### src/rtl/sha3_axis_absorb.sv
// sha3_axis_absorb
// ----------------
// AXI-Stream absorb stage for the SHA3 core. WIDTH-bit little-endian beats
// are packed into a single rate-sized Keccak block buffer. SHA3 padding
// (0x06 ... 0x80) is applied at end of message, and each finished block is
// offered to the permutation over a valid/ready handshake.
//
// Ports
//   ACLK, ARESETn      clock, asynchronous active-low reset
//   s_tdata  [WIDTH]   message bytes, byte 0 in [7:0]
//   s_tkeep  [WIDTH/8] byte enables, only looked at on the tlast beat
//   s_tuser  [2]       mode 0..3 = SHA3-224/256/384/512, sampled on first beat
//   s_tvalid/s_tready  input beat handshake
//   s_tlast            final beat of the message
//   blk_data [1600]    block, rate bytes low, capacity bits zero
//   blk_mode [2]       mode of the message owning the block
//   blk_last           block is the final padded block of its message
//   blk_valid/blk_ready block handshake
//   err_keep           one-cycle pulse on non-contiguous tkeep with tlast
module sha3_axis_absorb #(
    parameter int WIDTH = 16
) (
    input  logic               ACLK,
    input  logic               ARESETn,
    input  logic [WIDTH-1:0]   s_tdata,
    input  logic [WIDTH/8-1:0] s_tkeep,
    input  logic [1:0]         s_tuser,
    input  logic               s_tvalid,
    input  logic               s_tlast,
    output logic               s_tready,
    output logic [1599:0]      blk_data,
    output logic [1:0]         blk_mode,
    output logic               blk_last,
    output logic               blk_valid,
    input  logic               blk_ready,
    output logic               err_keep
);

    localparam int NB = WIDTH / 8;

    typedef enum logic [1:0] {
        ST_IDLE = 2'd0,
        ST_FILL = 2'd1,
        ST_OUT  = 2'd2,
        ST_PAD  = 2'd3
    } state_t;

    state_t        state_r, state_nxt_s;
    logic [7:0]    byte_cnt_r, byte_cnt_nxt_s;
    logic [1599:0] blk_data_r, blk_data_nxt_s;
    logic [1:0]    blk_mode_r, blk_mode_nxt_s;
    logic          blk_last_r, blk_last_nxt_s;
    logic          blk_valid_r, blk_valid_nxt_s;
    logic          s_tready_r, s_tready_nxt_s;
    logic          err_keep_r, err_keep_nxt_s;
    logic          pad_pend_r, pad_pend_nxt_s;

    logic [1:0]       mode_sel_s;
    logic [7:0]       rate_s;
    logic [3:0]       keep_cnt_s;
    logic             keep_run_s;
    logic             keep_err_s;
    logic [3:0]       beat_bytes_s;
    logic [WIDTH-1:0] beat_data_s;
    logic [7:0]       fill_cnt_s;
    logic             accept_s;

    // Rate in bytes for each SHA3 output length.
    function automatic logic [7:0] rate_bytes(input logic [1:0] mode);
        logic [7:0] r;
        case (mode)
            2'd0:    r = 8'd144;
            2'd1:    r = 8'd136;
            2'd2:    r = 8'd104;
            2'd3:    r = 8'd72;
            default: r = 8'd136;
        endcase
        return r;
    endfunction

    // One byte value placed at byte position pos of a block-width vector.
    function automatic logic [1599:0] byte_at(input logic [7:0] val, input logic [7:0] pos);
        return 1600'(val) << {pos, 3'b000};
    endfunction

    // Count low-justified kept bytes on the beat; flag any set bit after a gap.
    always_comb begin
        keep_cnt_s = 4'd0;
        keep_run_s = 1'b1;
        keep_err_s = 1'b0;
        for (int b = 0; b < NB; b++) begin
            if (s_tkeep[b]) begin
                if (keep_run_s) begin
                    keep_cnt_s = keep_cnt_s + 4'd1;
                end else begin
                    keep_err_s = 1'b1;
                end
            end else begin
                keep_run_s = 1'b0;
            end
        end
    end

    // Mask the beat down to the bytes that actually count.
    always_comb begin
        beat_bytes_s = s_tlast ? keep_cnt_s : 4'(NB);
        beat_data_s  = '0;
        for (int b = 0; b < NB; b++) begin
            if (4'(b) < beat_bytes_s) begin
                beat_data_s[b*8 +: 8] = s_tdata[b*8 +: 8];
            end else begin
                beat_data_s[b*8 +: 8] = 8'h00;
            end
        end
    end

    // In IDLE the mode register is stale, so the incoming s_tuser decides R.
    assign mode_sel_s = (state_r == ST_IDLE) ? s_tuser : blk_mode_r;
    assign rate_s     = rate_bytes(mode_sel_s);
    assign fill_cnt_s = byte_cnt_r + {4'd0, beat_bytes_s};
    assign accept_s   = s_tvalid & s_tready_r &
                        ((state_r == ST_IDLE) | (state_r == ST_FILL));

    // Next-state and next-output logic.
    always_comb begin
        state_nxt_s     = state_r;
        byte_cnt_nxt_s  = byte_cnt_r;
        blk_data_nxt_s  = blk_data_r;
        blk_mode_nxt_s  = blk_mode_r;
        blk_last_nxt_s  = blk_last_r;
        blk_valid_nxt_s = blk_valid_r;
        pad_pend_nxt_s  = pad_pend_r;
        err_keep_nxt_s  = 1'b0;
        case (state_r)
            ST_IDLE, ST_FILL: begin
                if (accept_s) begin
                    if (state_r == ST_IDLE) begin
                        blk_mode_nxt_s = s_tuser;
                    end else begin
                        blk_mode_nxt_s = blk_mode_r;
                    end
                    err_keep_nxt_s = s_tlast & keep_err_s;
                    // Bytes above byte_cnt are always zero, so OR-in is a write.
                    blk_data_nxt_s = blk_data_r | (1600'(beat_data_s) << {byte_cnt_r, 3'b000});
                    byte_cnt_nxt_s = fill_cnt_s;
                    if (s_tlast) begin
                        if (fill_cnt_s < rate_s) begin
                            // p == R-1 lands both pad bytes on one byte: 0x86.
                            blk_data_nxt_s = blk_data_nxt_s | byte_at(8'h06, fill_cnt_s)
                                                            | byte_at(8'h80, rate_s - 8'd1);
                            blk_last_nxt_s = 1'b1;
                        end else begin
                            // Message exactly fills the block: pad block follows.
                            blk_last_nxt_s = 1'b0;
                            pad_pend_nxt_s = 1'b1;
                        end
                        blk_valid_nxt_s = 1'b1;
                        state_nxt_s     = ST_OUT;
                    end else if (fill_cnt_s == rate_s) begin
                        blk_last_nxt_s  = 1'b0;
                        blk_valid_nxt_s = 1'b1;
                        state_nxt_s     = ST_OUT;
                    end else begin
                        state_nxt_s = ST_FILL;
                    end
                end else begin
                    state_nxt_s = state_r;
                end
            end
            ST_OUT: begin
                if (blk_ready) begin
                    blk_data_nxt_s  = '0;
                    byte_cnt_nxt_s  = 8'd0;
                    blk_valid_nxt_s = 1'b0;
                    blk_last_nxt_s  = 1'b0;
                    if (pad_pend_r) begin
                        pad_pend_nxt_s = 1'b0;
                        state_nxt_s    = ST_PAD;
                    end else if (blk_last_r) begin
                        state_nxt_s = ST_IDLE;
                    end else begin
                        state_nxt_s = ST_FILL;
                    end
                end else begin
                    state_nxt_s = ST_OUT;
                end
            end
            ST_PAD: begin
                blk_data_nxt_s  = byte_at(8'h06, 8'd0) | byte_at(8'h80, rate_s - 8'd1);
                blk_last_nxt_s  = 1'b1;
                blk_valid_nxt_s = 1'b1;
                state_nxt_s     = ST_OUT;
            end
            default: begin
                state_nxt_s = ST_IDLE;
            end
        endcase
        s_tready_nxt_s = (state_nxt_s == ST_IDLE) || (state_nxt_s == ST_FILL);
    end

    // FSM state register.
    always_ff @(posedge ACLK or negedge ARESETn) begin
        if (!ARESETn) begin
            state_r <= ST_IDLE;
        end else begin
            state_r <= state_nxt_s;
        end
    end

    // Block buffer, counters and registered outputs.
    always_ff @(posedge ACLK or negedge ARESETn) begin
        if (!ARESETn) begin
            byte_cnt_r  <= 8'd0;
            blk_data_r  <= '0;
            blk_mode_r  <= 2'd0;
            blk_last_r  <= 1'b0;
            blk_valid_r <= 1'b0;
            s_tready_r  <= 1'b0;
            err_keep_r  <= 1'b0;
            pad_pend_r  <= 1'b0;
        end else begin
            byte_cnt_r  <= byte_cnt_nxt_s;
            blk_data_r  <= blk_data_nxt_s;
            blk_mode_r  <= blk_mode_nxt_s;
            blk_last_r  <= blk_last_nxt_s;
            blk_valid_r <= blk_valid_nxt_s;
            s_tready_r  <= s_tready_nxt_s;
            err_keep_r  <= err_keep_nxt_s;
            pad_pend_r  <= pad_pend_nxt_s;
        end
    end

    assign s_tready  = s_tready_r;
    assign blk_data  = blk_data_r;
    assign blk_mode  = blk_mode_r;
    assign blk_last  = blk_last_r;
    assign blk_valid = blk_valid_r;
    assign err_keep  = err_keep_r;

endmodule

### config.mk
export PLATFORM = sky130hd
export DESIGN_NAME = sha3_axis_absorb
export DESIGN_NICKNAME = d
export VERILOG_FILES = /design/src/rtl/sha3_axis_absorb.sv
export SDC_FILE = /design/constraint.sdc
export NUM_CORES = 2
export LEC_CHECK = 0
export CAP_MARGIN = 20
export CORE_AREA = 10 10 635 637
export DETAILED_ROUTE_END_ITERATION = 12
export DIE_AREA = 0 0 645 647
export MAX_ROUTING_LAYER = met4
export PLACE_DENSITY_LB_ADDON = 0.25
export SLEW_MARGIN = 5
export SYNTH_ARGS = -nofsm -noshare
export SYNTH_HDL_FRONTEND = slang
export SYNTH_SLANG_ARGS = --single-unit
### constraint.sdc
create_clock -name ACLK -period 6.7 [get_ports ACLK]
set_input_delay 0.67 -clock ACLK [delete_from_list [all_inputs] [get_ports ACLK]]
set_output_delay 0.67 -clock ACLK [all_outputs]
set_load 0.01 [all_outputs]
Cell placement:
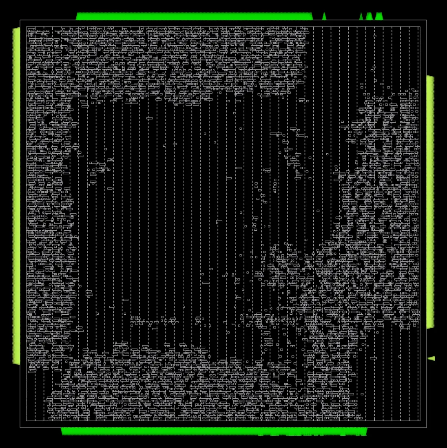
share of cell area taken by flip-flops and latches: 43.4%
number of filler cells placed in the layout: 42,300

==> run notes <==
The following summarizes the physical implementation.

Outcome
The flow ran to the end, and the final reports show no timing, DRC or antenna violations.

Worst setup path
The logic depth of the worst register-to-register path is 11. The critical path depth in cells is 18. The beginning of the critical path is s_tlast. The critical path is of the in2reg type.

The maximum net fanout on the critical path is 13. Grouping stages by cell kind, the critical path spends the most delay in buffers and inverters. The worst register-to-register path ends at blk_data[1225]$_DFFE_PN0P_. Traced cell by cell, the critical path runs through clkdlybuf4s50_1 > buf_4 > a21boi_0 > inv_1 > ha_1 > a21oi_2 > o31ai_1 > and2_1 > inv_1 > buf_4 > ha_1 > a21oi_1 > nand2_1 > buf_4 > nor2_1 > buf_4 > nand3_1 > o21ai_0.

The timing report gives the worst reg2reg path a setup slack of between 1.5 and 2 ns. Per STA, the highest per-stage delay on the worst path measures about 0.70 ns. The critical path capture point type is a register. In this design, the critical path's most frequently occurring cell is buf_4. The last element of the critical path is blk_data[1225]$_DFFE_PN0P_.

Data arrives at the worst endpoint at roughly 5.9 ns. STA classifies the critical path startpoint as an input pin. The worst register-to-register path begins at state_r[1]$_DFF_PN0_.

Together, buffers and inverters on the worst path number 7.

STA
Final hold analysis gives a worst-case slack of 0.385 ns. The post-layout period usage of the worst path is between 70% and 80%. The maximum achievable frequency is 194 MHz. The worst relative slew slack is between 15 and 20%. The final layout reports a setup TNS of 0 ns. The final critical delay including setup and external delays is 5.16 ns.

The worst-margin pin slew is 1.25 ns. For reference, the final report shows the max-slew violation count at 0. In the final report, the number of hold violations comes to 0. The final tally of setup violations is 0. The critical path in the final layout is reported with a setup slack of between 1.5 and 2 ns. Setup repair after global routing left no endpoint under its margin.

Final layout
In the layout the commonest cells are a21oi_1, clkdlybuf4s50_1, dfrtp_1. The finished cells cover 93,300 µm². The net count of the finished layout is slightly below 8,000.

The register with the most flip-flops in the layout has approximately 1,600 of them. Multi-input logic gates represent a cell area share of between 20 and 25%. The share of layout cells above drive strength 1 is under 10%. The final antenna diode tally reported by the flow is 16.

The clock buffer instance count of the final layout is just over 300. Per the layout area report, the register area comes to between 40,000 and 50,000 µm². The proportion of final cell area spent on non-clock buffers is between 10% and 20%. According to the cell report, flip-flops and latches in the layout number 1,617. The post-route non-filler standard cell count is about 13,000. The relative area of clock buffers and inverters in the final design is around 7.2%. The non-clock buffer count in the final layout is roughly 1,900. The synthesis-to-layout area growth is 48.0%.

The number of multi-input combinational cells in the layout is 4,178. Cells fill approximately a quarter of the core in the end.

Drt
Wire segments on met3 add up to ~35 mm in the final route. The number of iterations in the first detailed-routing pass is 6. The post-detailed-route count of antenna-violating nets is 0. In the routed layout, each cell is associated on average with a via count of approximately 4.5. The DRC violation count after routing is 0. The routed design has 429 mm of wire. The routed wirelength normalized by instance count is between 30 and 40 µm. In the per-layer breakdown of the detailed-route log, met1 shows 158 mm. The topmost layer with routed signal wires is met4. Detailed-route iteration 0 reported a violation count of around 6,400.

Floorplanning
The floorplan report lists the tap cell count as about 5,200. The die span in x is roughly 650 µm. The number of cell rows is around 230. The boundary pin count is ~1,600. The placeable core area is between 300,000 and 400,000 µm².

The floorplan step records an initial core utilization of between 10% and 20%. The die outline area is 417,000 µm². The chip height is approximately 650 µm.

Yosys
The number of nets at floorplan is approximately 6,400. Counting instances in the post-synthesis netlist gives the leading cell types as a21oi_1, dfrtp_1, nor2_1, clkbuf_1, o21ai_0. Summing the areas of all and, or, nand and nor instances in the mapped netlist gives 12.5% of the synthesized area. The synthesis report lists the most area-consuming cells as dfrtp_1, a21oi_1, nor2_1. The chip area line in the Yosys stat output reads between 60,000 and 70,000 µm². The synthesized instance count is about 6,400. The warning tally printed by Yosys for this design is 0.

The number of storage elements in the synthesis netlist is approximately 1,600. The synthesis run shows multiplexers occupying less than 1% of the cell area. The area fraction in full adders, half adders and majority gates is less than 1%. The cell taking the most area after synthesis is dfrtp_1. Per the synthesis report, the AND-OR/OR-AND share of the synthesized area is a little under a fifth. The cell count in the Yosys report is about 6,400. Among the non-sequential cells, AND-OR/OR-AND gates take the most area. The XOR/XNOR share of the synthesized area is less than 1%. The area fraction of the largest cell type after synthesis is roughly 64%. The synthesized area is about 63,000 µm².

Among all cell types in the netlist, the one instantiated most often is a21oi_1. The sequential area share after synthesis is 64.2%. The post-synth tally of flip-flops with integrated enable is 0. The mean post-synth cell area is 9.90 µm².

Global routing
The global router reports that the layer with the highest usage is met2. The total overflow left after global routing is 0. For met1 alone, demand over resource in global routing was approximately 22%.

The met3 usage is under 10%. The pin count of the biggest net entering global routing is approximately 200. The initial antenna violation count is between 40 and 50. The first global-routing pass estimated 566 mm of wire. The via count of the first global-routing pass is roughly 59,000.

Clock network
The post-cts resize count is 0. The root buffer cell is clkbuf_16. The number of hold buffers added after CTS was 1.

The clock tree from TritonCTS is built. The buffers inserted during post-CTS setup optimization is 0. The worst-skew pair later-pin latency is 0.93 ns. The tree built by TritonCTS fans out to 1,617 sinks.

Looking at the clock tree report, the H-tree level count equals 4. The clock transition at the registers of the reported paths is 0.06 ns. Clock tree synthesis inserted a total of about 200 buffers. The buffer depth of the longest clock path is 4.

Placement
The wire-length estimate of the detail-placed layout is about 320 mm. The number of cells after detailed placement is 12,900. Routability-driven placement finished with a final weighted congestion of approximately 0.89. The post-place instance area is about 86,000 µm². The placement report lists the number of port buffers as 1,630.

Power
The combinational group power is about 6.4 mW. The share of total power in combinational logic is between 20 and 25%. The static leakage power is between 30 and 40 nW. The power in sequential cells is 10.1 mW. The part of the power in registers is between 30% and 40%.

The internal power of the cells totals 17.5 mW. For this design the total switching power over the nets is ~10 mW. The clock network is responsible for approximately two fifths of the overall power. The power report shows net switching accounting for between 30% and 40% of the total. Ranked by power, first place goes to the clock network. Total power for the finished layout comes to roughly 28 mW. The ratio of total power to cell area is 297 nW/µm².

Flow run
Across the run, the number of max-cap violations was 0. The tool warning count is roughly 83.

Min path
The path class of the tightest hold or removal check is in2async.
Routed metal per tile:
32 x 32 tiles, from dark blue (low) to red (high), scaled to the fullest tile. Values are wire area over tile area, all layers added.
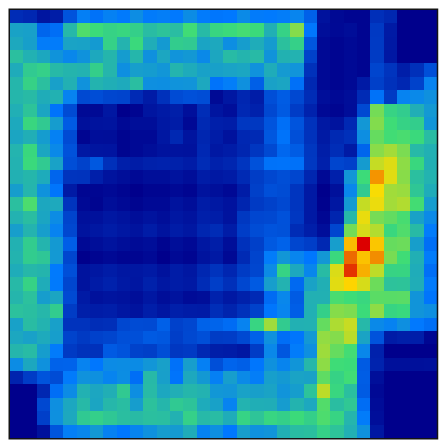
7.7% of the tiles are over half the peak. The mean over all tiles is 0.17. 11% of the tiles are nearly empty. The fullest tile reaches 0.71.
total global-route track usage: 20.1%
total via count after detailed routing: 59,700

Power and IR drop assume default switching activity.
